File: config.mk
export PLATFORM = sky130hd
export DESIGN_NAME = pid_term_sequencer
export DESIGN_NICKNAME = d
export VERILOG_FILES = /design/src/rtl/pid_pkg.sv /design/src/rtl/pid_term_sequencer_mul.sv /design/src/rtl/pid_term_sequencer.sv
export SDC_FILE = /design/constraint.sdc
export NUM_CORES = 1
export LEC_CHECK = 0
export ABC_CLOCK_PERIOD_IN_PS = 8800
export CAP_MARGIN = 30
export CORE_MARGIN = 4
export CORE_UTILIZATION = 52
export DETAILED_ROUTE_END_ITERATION = 10
export HOLD_SLACK_MARGIN = 0.15
export PLACE_DENSITY = 0.79
export SETUP_SLACK_MARGIN = 0.1
export SLEW_MARGIN = 25
export SYNTH_ARGS = -nofsm -noshare
export SYNTH_HDL_FRONTEND = slang
export SYNTH_HIERARCHICAL = 1
export SYNTH_SLANG_ARGS = --single-unit
export TNS_END_PERCENT = 50
File: constraint.sdc
create_clock -name clk -period 8.8 [get_ports clk]
set_clock_uncertainty 0.05 [all_clocks]
set_input_delay 0.88 -clock clk [delete_from_list [all_inputs] [get_ports clk]]
set_output_delay 0.88 -clock clk [all_outputs]
set_load 0.01 [all_outputs]
File: src/rtl/pid_pkg.sv
// Shared types and arithmetic helpers for the PID term sequencer.
package pid_pkg;

    localparam int DATA_W = 16;
    localparam int ACC_W  = 18;

    typedef enum logic [2:0] {
        IDLE  = 3'd0,
        ERR   = 3'd1,
        MUL_P = 3'd2,
        MUL_I = 3'd3,
        MUL_D = 3'd4
    } state_e;

    function automatic logic signed [ACC_W-1:0] sext(input logic signed [DATA_W-1:0] v);
        return {{(ACC_W-DATA_W){v[DATA_W-1]}}, v};
    endfunction

    function automatic logic signed [DATA_W-1:0] sat16(input logic signed [ACC_W-1:0] v);
        if (v > 18'sd32767) begin
            return 16'sh7fff;
        end else if (v < -18'sd32768) begin
            return 16'sh8000;
        end
        return v[DATA_W-1:0];
    endfunction

    function automatic logic signed [ACC_W-1:0] clamp(input logic signed [ACC_W-1:0] v,
                                                      input logic signed [ACC_W-1:0] lim);
        if (v > lim) begin
            return lim;
        end else if (v < -lim) begin
            return -lim;
        end
        return v;
    endfunction

endpackage

File: src/rtl/pid_term_sequencer_mul.sv
// Shared 16x16 multiplier; only the low 16 bits are kept, so signedness does not matter.
module pid_term_sequencer_mul
    import pid_pkg::*;
(
    input  logic [DATA_W-1:0] a,
    input  logic [DATA_W-1:0] b,
    output logic [DATA_W-1:0] p
);

    assign p = a * b;

endmodule

File: src/rtl/pid_term_sequencer.sv
// One PID update per start: error/integral/derivative, then three multiplies through one
// multiplier into a saturating accumulator.
module pid_term_sequencer
    import pid_pkg::*;
#(
    parameter int INT_MAX = 16383,
    parameter int OUT_MAX = 32767
) (
    input  logic        clk,
    input  logic        rst_n,
    input  logic        start,
    input  logic        clear,
    input  logic [15:0] setpoint,
    input  logic [15:0] feedback,
    input  logic [15:0] kp,
    input  logic [15:0] ki,
    input  logic [15:0] kd,
    output logic        busy,
    output logic        done,
    output logic [15:0] u_out
);

    localparam logic signed [ACC_W-1:0] INT_LIM = ACC_W'(INT_MAX);
    localparam logic signed [ACC_W-1:0] OUT_LIM = ACC_W'(OUT_MAX);

    state_e state_q, state_d;
    logic signed [DATA_W-1:0] sp_q, sp_d, fb_q, fb_d;
    logic signed [DATA_W-1:0] kp_q, kp_d, ki_q, ki_d, kd_q, kd_d;
    logic signed [DATA_W-1:0] e_q, e_d, integ_q, integ_d, dterm_q, dterm_d;
    logic signed [DATA_W-1:0] e_prev_q, e_prev_d, u_q, u_d;
    logic signed [ACC_W-1:0]  acc_q, acc_d;
    logic                     done_q, done_d;

    logic [DATA_W-1:0]        mul_a, mul_b, prod;
    logic signed [DATA_W-1:0] e_new;
    logic signed [ACC_W-1:0]  integ_new, out_new;

    pid_term_sequencer_mul u_mul (
        .a (mul_a),
        .b (mul_b),
        .p (prod)
    );

    always_comb begin
        state_d   = state_q;
        sp_d      = sp_q;
        fb_d      = fb_q;
        kp_d      = kp_q;
        ki_d      = ki_q;
        kd_d      = kd_q;
        e_d       = e_q;
        integ_d   = integ_q;
        dterm_d   = dterm_q;
        e_prev_d  = e_prev_q;
        u_d       = u_q;
        acc_d     = acc_q;
        done_d    = 1'b0;
        mul_a     = '0;
        mul_b     = '0;
        e_new     = sat16(sext(sp_q) - sext(fb_q));
        integ_new = clamp(sext(integ_q) + sext(e_new), INT_LIM);
        out_new   = clamp(acc_q + sext(prod), OUT_LIM);

        // Operand mux follows the state register so the product is ready within each MUL state.
        case (state_q)
            MUL_P: begin mul_a = kp_q; mul_b = e_q;     end
            MUL_I: begin mul_a = ki_q; mul_b = integ_q; end
            MUL_D: begin mul_a = kd_q; mul_b = dterm_q; end
            default: ;
        endcase

        case (state_q)
            IDLE: begin
                if (clear) begin
                    integ_d  = '0;
                    e_prev_d = '0;
                end else if (start) begin
                    sp_d    = setpoint;
                    fb_d    = feedback;
                    kp_d    = kp;
                    ki_d    = ki;
                    kd_d    = kd;
                    state_d = ERR;
                end
            end
            ERR: begin
                e_d     = e_new;
                integ_d = integ_new[DATA_W-1:0];
                dterm_d = sat16(sext(e_new) - sext(e_prev_q));
                state_d = MUL_P;
            end
            MUL_P: begin
                acc_d   = sext(prod);
                state_d = MUL_I;
            end
            MUL_I: begin
                acc_d   = acc_q + sext(prod);
                state_d = MUL_D;
            end
            MUL_D: begin
                u_d      = out_new[DATA_W-1:0];
                e_prev_d = e_q;
                done_d   = 1'b1;
                state_d  = IDLE;
            end
            default: state_d = IDLE;
        endcase
    end

    always_ff @(posedge clk) begin
        if (!rst_n) begin
            state_q  <= IDLE;
            sp_q     <= '0;
            fb_q     <= '0;
            kp_q     <= '0;
            ki_q     <= '0;
            kd_q     <= '0;
            e_q      <= '0;
            integ_q  <= '0;
            dterm_q  <= '0;
            e_prev_q <= '0;
            u_q      <= '0;
            acc_q    <= '0;
            done_q   <= 1'b0;
        end else begin
            state_q  <= state_d;
            sp_q     <= sp_d;
            fb_q     <= fb_d;
            kp_q     <= kp_d;
            ki_q     <= ki_d;
            kd_q     <= kd_d;
            e_q      <= e_d;
            integ_q  <= integ_d;
            dterm_q  <= dterm_d;
            e_prev_q <= e_prev_d;
            u_q      <= u_d;
            acc_q    <= acc_d;
            done_q   <= done_d;
        end
    end

    assign busy  = (state_q != IDLE);
    assign done  = done_q;
    assign u_out = u_q;

endmodule

==> results_dict.tcl <==
# implementation run metrics
set metrics [dict create \
    cpMostUsedCell "inv_1" \
    r2r_cells 31 \
    logic_area_sq_mm 0.0103 \
    fmax_mhz 121 \
    drt_iter0_drc 936 \
    r2r_slack_ns 0.56 \
    drv_cap 0 \
    ys_seq_elements 182 \
    postSynthCellCount 1852 \
    ys_cells 1852 \
    yosys-stat-area_sq_mm 0.0148 \
    p_leak_nw 7.04 \
    cts_max_path_buffers 2 \
    worstPathRequired_ns 9.14 \
    report.final.slew_viol_count 0 \
    regToRegEndpoint "u_out[2]" \
    hold_viol 0 \
    finalCriticalPeriod_ns 8.24 \
    worstHoldStart "ki_q[9]" \
    cts_hold_buffers 0 \
    finalCritPeriodShare_pct 93.6 \
    ys_types 70 \
    cp-start-kind "flip-flop" \
    drc_errors 0 \
    most_common_cell "nand2_1" \
    layout-drive-gt1-share_pct 6.46 \
    post-cts-setup-buffers 0 \
    post-dp-hpwl_um 31500 \
    largest_reg_flops 18 \
    layout_top_cells "nand2_1 (335), dfxtp_1 (180), inv_1 (169), a21oi_1 (164), ha_1 (114)" \
    syn_area_sq_mm 0.0148 \
    area_growth_syn_to_layout_pct 15.3 \
    fp_util_pct 53.0 \
    r2r_start "state_q[0]" \
    area_leaders "dfxtp_1 (25%), fa_1 (11%), ha_1 (9.6%)" \
    fin_setup_tns_ns 0 \
    vias 13300 \
    flop_cell "dfxtp_1" \
    die-area_sq_mm 0.0312 \
    top_register "acc_q" \
    rsz0062_at_grt "false" \
    grt_pass1_wl_um 66000 \
    syn_avg_cell_area_sq_um 7.99 \
    max_stage_delay_ns 0.54 \
    critical_path.max_fanout 27 \
    critPathKind "reg -> reg" \
    status "completed" \
    worst_setup_path_endpoint "u_out[2]" \
    netlist_top_cells_count "nand2_1 (336), dfxtp_1 (182), inv_1 (169)" \
    io_buffers 101 \
    setup_viol 0 \
    flop_area_sq_mm 0.00365 \
    async_reset_ff_share_pct 0 \
    drt-total-wl_um 40500 \
    io_pins 102 \
    synth-edff-count 0 \
    viasPerCell 5.70 \
    warning_count 26 \
    cts_tree "done" \
    worstPathArrival_ns 8.58 \
]
==> area by class of cell <==
| cell class | count | area share, % |
|---|---|---|
| multi-input cells | 1414 | 60.1 |
| well taps | 378 | 2.77 |
| inverters | 171 | 3.77 |
| clock buffers | 17 | 2.49 |
| flip-flops and latches | 182 | 21.4 |
| clock inverters | 15 | 1.06 |
| repair buffers | 152 | 8.39 |
==> power by group <==
group / internal (mW) / total [mW] / switching (mW)
Clock: 0.409 / 0.804 / 0.395
Sequential: 0.881 / 0.927 / 0.0457
Combinational: 0.600 / 1.46 / 0.856
Total: 1.89 / 3.19 / 1.30
==> metrics by stage <==
stage | hold slack, ns | worst slack [ns] | cells | total power, mW
global placement | 0.391 | 0.304 | 2287 | 2.30
floorplan | 0.386 | 0.114 | 1852 | 2.01
global route | 0.424 | 0.123 | 2329 | 3.38
CTS | 0.408 | 0.270 | 2322 | 3.16
detailed placement | 0.396 | 0.0777 | 2290 | 2.35
finish | 0.408 | 0.562 | 2329 | 3.19
==> critical path: cells and delay by family, from the launching register on <==
| family | cells | cell delay (ns) |
|---|---|---|
| adder cells (fa/ha/maj) | 8 | 3.62 |
| AND-OR/OR-AND | 8 | 2.03 |
| buffers and inverters | 10 | 1.02 |
| flip-flops | 1 | 0.47 |
| XOR/XNOR | 2 | 0.37 |
| AND/OR/NAND/NOR | 2 | 0.30 |
| multiplexers | 1 | 0.28 |
==> cell families after synthesis <==
group,synth area share (%)
AND/OR/NAND/NOR,17.9
AND-OR/OR-AND,19.7
buffers and inverters,6.56
adder cells (fa/ha/maj),22.6
flip-flops,24.6
XOR/XNOR,4.94
multiplexers,3.74
==> per-layer routing <==
metal	track usage [%]	wire length, um	vias to the layer above
li1	-	-	6429
met1	32.8	17000	6319
met2	45.9	19800	435
met3	3.89	2280	96
met4	9.16	1390	0
met5	0	0	-
Gate-type map:
Drawn at 1.5 px/um.
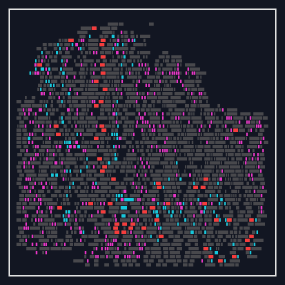
colour	family	cells	most used
cyan	nor cells	128	nor2_1
magenta	nand cells	366	nand2_1
red	mux cells	55	mux2i_1
non-filler cells, final: 2329
most used logic cell in the final layout: nand2_1
Comb/total area: 60.1%

A small window of the routed layout:
Window x 76 to 101, y 41 to 66 um. Cells in grey, sequential cells in the stronger grey; small squares are vias.
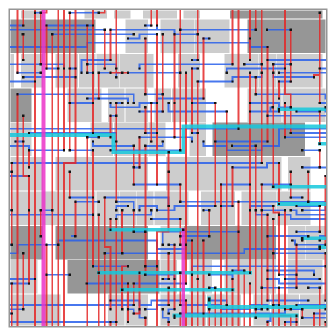
colour	layer
magenta	metal 4
blue	metal 1
red	metal 2
cyan	metal 3
most frequent	buf_4 (10), nand2_1 (9), o21ai_0 (8)
netlist names of flops here include	acc_q (3), kd_q (2)
cells with their middle in the window	57
sequential cells in the window	6

Cells coloured by class:
Drawn at 2 px/um.
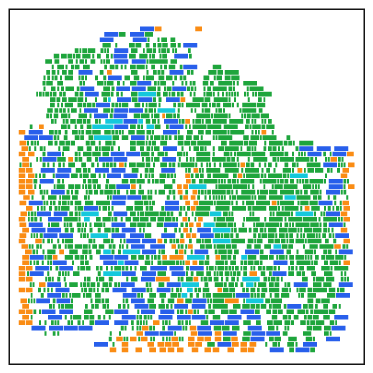
colour	class	cells	share of their area
green	combinational and other logic	1585	66%
cyan	clock drivers and dummy loads	32	3.6%
orange	remaining buffers and delay cells	152	8.6%
blue	sequential cells	182	22%
core outline area: 0.0279 sq mm
cell area after layout: 0.0171 sq mm
flop share of the area: 21.4%

Congestion heat map:
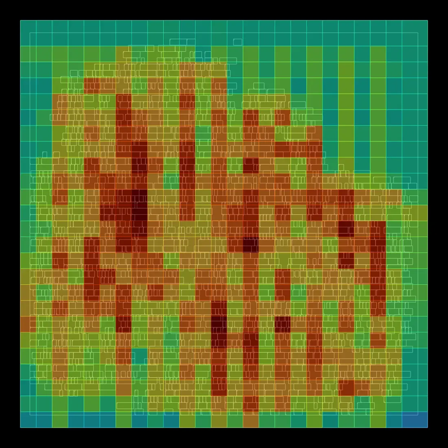
GR Util met2: 45.9%
grt met3 use: 3.89%
met1 Usage GRT: 32.8%
overall global routing resource usage: 26.1%
GRT busiest layer: met2

No activity file was given, so power comes from the tool's default toggle rates.
